### Cell sizes after repair, run 1

Drawn at 4 px/µm.
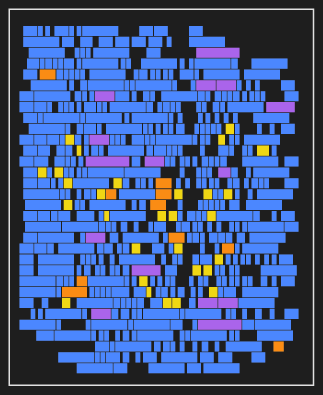
### Routing congestion map, run 1

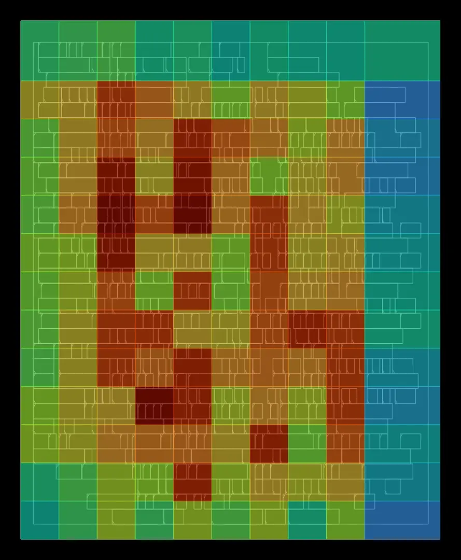
### Placement by cell class, run 1

Drawn at 4 px/µm.
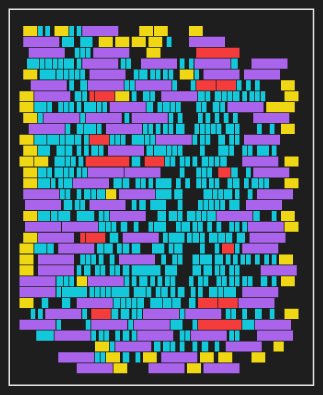
==> config.mk <==
export PLATFORM = sky130hd
export DESIGN_NAME = blink_meter
export DESIGN_NICKNAME = d
export VERILOG_FILES = /design/src/rtl/blink_meter.sv
export SDC_FILE = /design/constraint.sdc
export NUM_CORES = 1
export LEC_CHECK = 0
export ABC_AREA = 1
export CAP_MARGIN = 30
export CORE_ASPECT_RATIO = 1.25
export CORE_MARGIN = 2
export CORE_UTILIZATION = 60
export DETAILED_ROUTE_END_ITERATION = 10
export HOLD_SLACK_MARGIN = 0.02
export PLACE_DENSITY = 0.91
export SYNTH_ARGS = -nofsm -noshare
export SYNTH_HDL_FRONTEND = slang
export SYNTH_SLANG_ARGS = --single-unit
==> constraint.sdc <==
create_clock -name clk -period 2.4 [get_ports clk]
set_input_delay 0.36 -clock clk [delete_from_list [all_inputs] [get_ports clk]]
set_output_delay 0.36 -clock clk [all_outputs]
set_load 0.02 [all_outputs]
==> results.cfg, run 1 <==
; generated from flow reports
[run_status]
result_of_the_run = completed

[detailed_routing]
wl_met2_mm = 4.74
route.layer.met1.wl_mm = 3.49
finalWirelength_mm = 8.86
antenna_violating_nets_post_route = 0
drc = 0
routed.top_layer = met4

[setup_path]
max_stage_delay_ns = 0.65
end_kind = output pin
timing.critical_path.max_delay_family = buffers and inverters
worst_setup_path_start_kind = register
worst-path-max-fanout = 5
cpMaxStageDelayCell = clkdlybuf4s50_1
r2r_cells = 7
crit_chain = clkdlybuf4s50_1
critical_path_buf_inv_count = 1

[synthesis]
synth.yosys.seq_area_share = 0.500
ys_cells = 484
netlist_logic_family_top = simple AND/OR/NAND/NOR gates
syn-num-nets = 490
synth_area_um2 = 3860
synth_simple_gate_area_share = 0.343
postSynthRegisterBits = 77

[clocking]
clock_path_buffers = 2
h_tree_lvls = 3
cts.sink_count = 77
cts_resized = 0

[power]
switching_fraction_of_total_power = 0.324
power.density_nw_per_um2 = 794
p_leak_nw = 2.21
seqPwrFrac = 0.438

[final_timing]
setup-tns-final_ns = 0
layout_min_cycle_time_ns = 1.82
rsz0062_at_grt = no

[cells_and_area]
final_nets = 542
post_route_cells_drive_above_1_share = 0.0998
ff_count = 77
layout.clock.cell_area_share = 0.0513
inverters_excl_clock = 46

[grt]
grt_antenna_before_repair = 0
grt_pass1_wl_mm = 14.4
grt.overflow.total = 0

[floorplanning]
tapcell.inserted = 85
chipWidth_um = 75.7
floorplanUtilization = 0.622

[placed_design]
placement.setup.worst_slack_ns = 0.692

[job]
max-cap-violations = 0
-- 'Cell sizes after repair' (at the start) --
[x6 and larger] purple | cells: 15
[x3 and x4] orange | cells: 10
[x1 and smaller] blue | cells: 487
[x2] yellow | cells: 29
post-synthesis to final-layout area growth: 20.8%
count of plain and timing-repair buffers: 50

-- 'Routing congestion map' (at the start) --
met3 track utilization from global routing: 0.0625
final core occ: 0.751
drt wl/cell: 14.2 µm
overall global routing resource usage: 0.272

-- 'Placement by cell class' (at the start) --
[remaining logic cells] cyan | cells: 398 | share of their area: 41%
[registers] purple | cells: 77 | share of their area: 42%
[remaining buffers and delay cells] yellow | cells: 50 | share of their area: 11%
[clock drivers and dummy loads] red | cells: 16 | share of their area: 5.3%
standard-cell row count: 32
post-route cell area: 4660 µm²

run 1: through the flow:
step | hold WS, ns | power [W] | std cells
final | 0.0165 | 0.00370 | 626
after global routing | 0.0554 | 0.00386 | 626
after CTS | 0.0377 | 0.00370 | 626
after detailed placement | 0.340 | 0.00253 | 610
after global placement | 0.337 | 0.00249 | 610
after floorplan | 0.0644 | 0.00218 | 484
run 1: layout by cell type (no fill, tap or decap), types with 4 or more instances in the layout:
cell type,n
o21ai_0,11
nor3_1,6
nor2_1,57
nand4_1,8
a21oi_1,7
xnor2_1,4
nor2_4,4
inv_1,42
nand2_2,10
clkdlybuf4s50_1,46
nand2_1,168
nor2_2,14
dfrtp_1,77
nand3_1,25
xor2_1,20
clkbuf_8,9
o21ai_1,4
run 1: power groups by stage:
stage	registers [W]	clock network, W	logic [W]
floorplan	0.00172	0	0.000454
global placement	0.00163	0	0.000858
detailed placement	0.00164	0	0.000889
CTS	0.00162	0.00118	0.000897
global route	0.00164	0.00124	0.000980
finish	0.00162	0.00118	0.000895
run 1: Yosys cell counts (all sizes together):
cell type	count	area (µm²)
nand2	179	704
dfrtp	77	1930
nor2	76	367
inv	45	169
nand3	26	143
xor2	20	175
o21ai	16	83.8
buf	9	47.6
nand4	8	50.1
a21oi	7	35.0
nor3	6	30.0
xnor2	4	35.0
ha	3	37.5
and2	2	12.5
o21bai	2	15.0
a31oi	1	6.26
clkinv	1	5.00
nand3b	1	7.51
nor3b	1	7.51
run 1: layer usage:
layer | up-vias | global-route usage
met5 | - | 0
met4 | 0 | 0.108
met3 | 25 | 0.0625
met2 | 99 | 0.470
met1 | 1597 | 0.320
li1 | 1603 | -
==> run 2: changes to the inputs <==
--- a/config.mk
+++ b/config.mk
@@ -9,10 +9,10 @@
 export CAP_MARGIN = 30
 export CORE_ASPECT_RATIO = 1.25
 export CORE_MARGIN = 2
-export CORE_UTILIZATION = 60
+export CORE_UTILIZATION = 55
 export DETAILED_ROUTE_END_ITERATION = 10
 export HOLD_SLACK_MARGIN = 0.02
-export PLACE_DENSITY = 0.91
+export PLACE_DENSITY = 0.85
 export SYNTH_ARGS = -nofsm -noshare
 export SYNTH_HDL_FRONTEND = slang
 export SYNTH_SLANG_ARGS = --single-unit
==> constraint.sdc (replaced) <==
create_clock -name clk -period 1.7 [get_ports clk]
set_input_delay 0.255 -clock clk [delete_from_list [all_inputs] [get_ports clk]]
set_output_delay 0.255 -clock clk [all_outputs]
set_load 0.02 [all_outputs]
### Routing congestion map, run 2

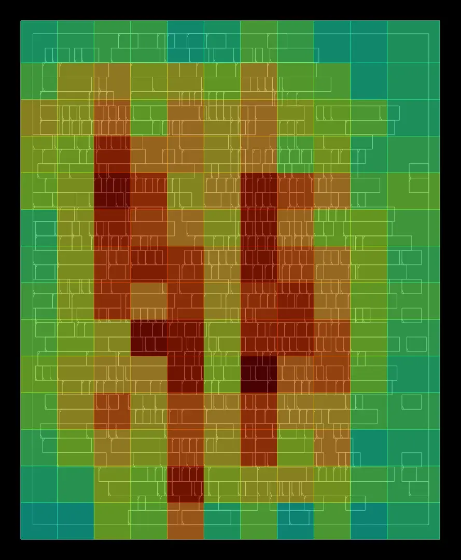
overall global routing resource usage: 0.245
global-route met2 utilization: 0.418
GRT busiest layer: met2
met1 usage in global routing: 0.302
met3 track utilization from global routing: 0.0335

### Signal wires on met1, run 2

Drawn at 4 px/µm.
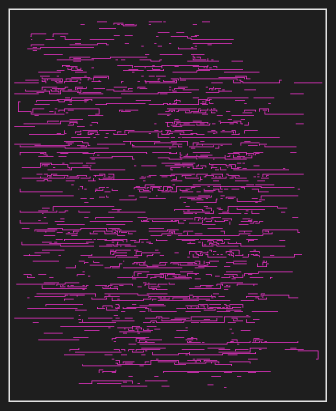
wire length on this layer: 3410 µm
main direction: horizontal
vias: 3246
Final Routed Wirelength: 8.51 mm

==> run 2 against run 1 <==
Cell count is 1.3% higher; worst hold slack better by 0.31 ns; count of clock-buffer cells in the layout is 1 lower.
==> results.cfg, run 2 <==
; generated from flow reports
[run_status]
result_of_the_run = completed

[floorplanning]
row_count = 34
chipWidth_um = 78.9
floorplanUtilization = 0.560

[synthesis]
synth.yosys.seq_area_share = 0.500
ys_cells = 484
synth_top_cell_by_area = dfrtp_1
most_common_cell = nand2_1
postSynthRegisterBits = 77
syn-num-nets = 490
enable_flop_cells = 0
synth_top_flop_cell = dfrtp_1
synth.top_cell.area_share = 0.500
synth_area_um2 = 3860
area_leaders = dfrtp_1 (50%), nand2_1 (16%), nor2_1 (5.5%)

[power]
power.density_nw_per_um2 = 1080
p_total_w = 0.00508

[grt]
grt_antenna_before_repair = 0
grt.overflow.total = 0
grt_pass1_wl_mm = 14.7

[job]
max-cap-violations = 0

[cells_and_area]
final_cells = 634
layout.core_utilization = 0.684
most_frequent_logic_cells_in_the_routed_design = nand2_1 (168), dfrtp_1 (76), nor2_1 (56)
layout.cell_area.non_filler_um2 = 4720
layout.cells.most_common = nand2_1
post_route_cells_drive_above_1_share = 0.116

[placed_design]
placed_cells = 617

[clocking]
worst_skew_pair.late_latency_ns = 0.35
cts.sink_count = 77
clock_path_buffers = 2

[detailed_routing]
avgRoutedWirePerCell_um = 13.4
antenna_violating_nets_post_route = 0
drc = 0

[setup_path]
worst_setup_path_start_kind = register
end_kind = output pin
crit_chain = clkdlybuf4s50_1
r2r_cells = 8
worst-path-max-fanout = 4
max_stage_delay_ns = 0.63

[final_timing]
fin_hold_ws_ns = 0.329
layout_min_cycle_time_ns = 1.65
==> run 2: per-stage QoR <==
step / setup WS [ns] / setup TNS, ns
3_3_place_gp: 0.154 / 0
2_1_floorplan: 0.284 / 0
6_report: 0.0461 / 0
3_5_place_dp: 0.0960 / 0
5_1_grt: -0.00367 / -0.00367
4_1_cts: 0.00199 / 0
==> run 2: power by group <==
group          internal [W]  leakage, nW  total, W  switching, W
Combinational      0.000478         1.19   0.00125      0.000777
Clock              0.000842        0.111   0.00153      0.000688
Sequential          0.00207         1.04   0.00229      0.000223
Total               0.00339         2.35   0.00508       0.00169
==> run 2: timing repair <==
| action | in CTS | in global routing |
|---|---|---|
| hold endpoints to repair | 31 | 0 |
| hold buffers | 1 | 0 |
| resized | 1 | 15 |
| setup endpoints to repair | 1 | 18 |
| setup buffers | 0 | 0 |
==> run 2: final cells by class <==
| class | count | area, µm² | share of cell area |
|---|---|---|---|
| Clock buffer | 10 | 128 | 0.0271 |
| Clock inverter | 6 | 95.1 | 0.0202 |
| Inverter | 46 | 176 | 0.0374 |
| Multi-Input combinational cell | 352 | 1730 | 0.367 |
| Sequential cell | 77 | 1930 | 0.409 |
| Tap cell | 90 | 113 | 0.0239 |
| Timing Repair Buffer | 53 | 544 | 0.115 |
==> run 2: cells by family (layout without fill, tap and decap cells) <==
kind of cell,Yosys count,count (layout),synth area share
xor gates and xnor gates,24,24,0.0545
and+or+nand+nor,299,299,0.343
AOI/OAI and AO/OA,26,26,0.0363
buffers and inverters,55,115,0.0574
adders and majority gates,3,3,0.00973
DFF,77,77,0.500
==> run 2: metal layers <==
layer	routed length [µm]	track usage	up-vias
met3	459	0.0335	24
met4	230	0.118	0
met1	3410	0.302	1501
met2	4410	0.418	115
met5	0	0	-
li1	-	-	1606
Power is estimated from default activity; no workload was simulated.
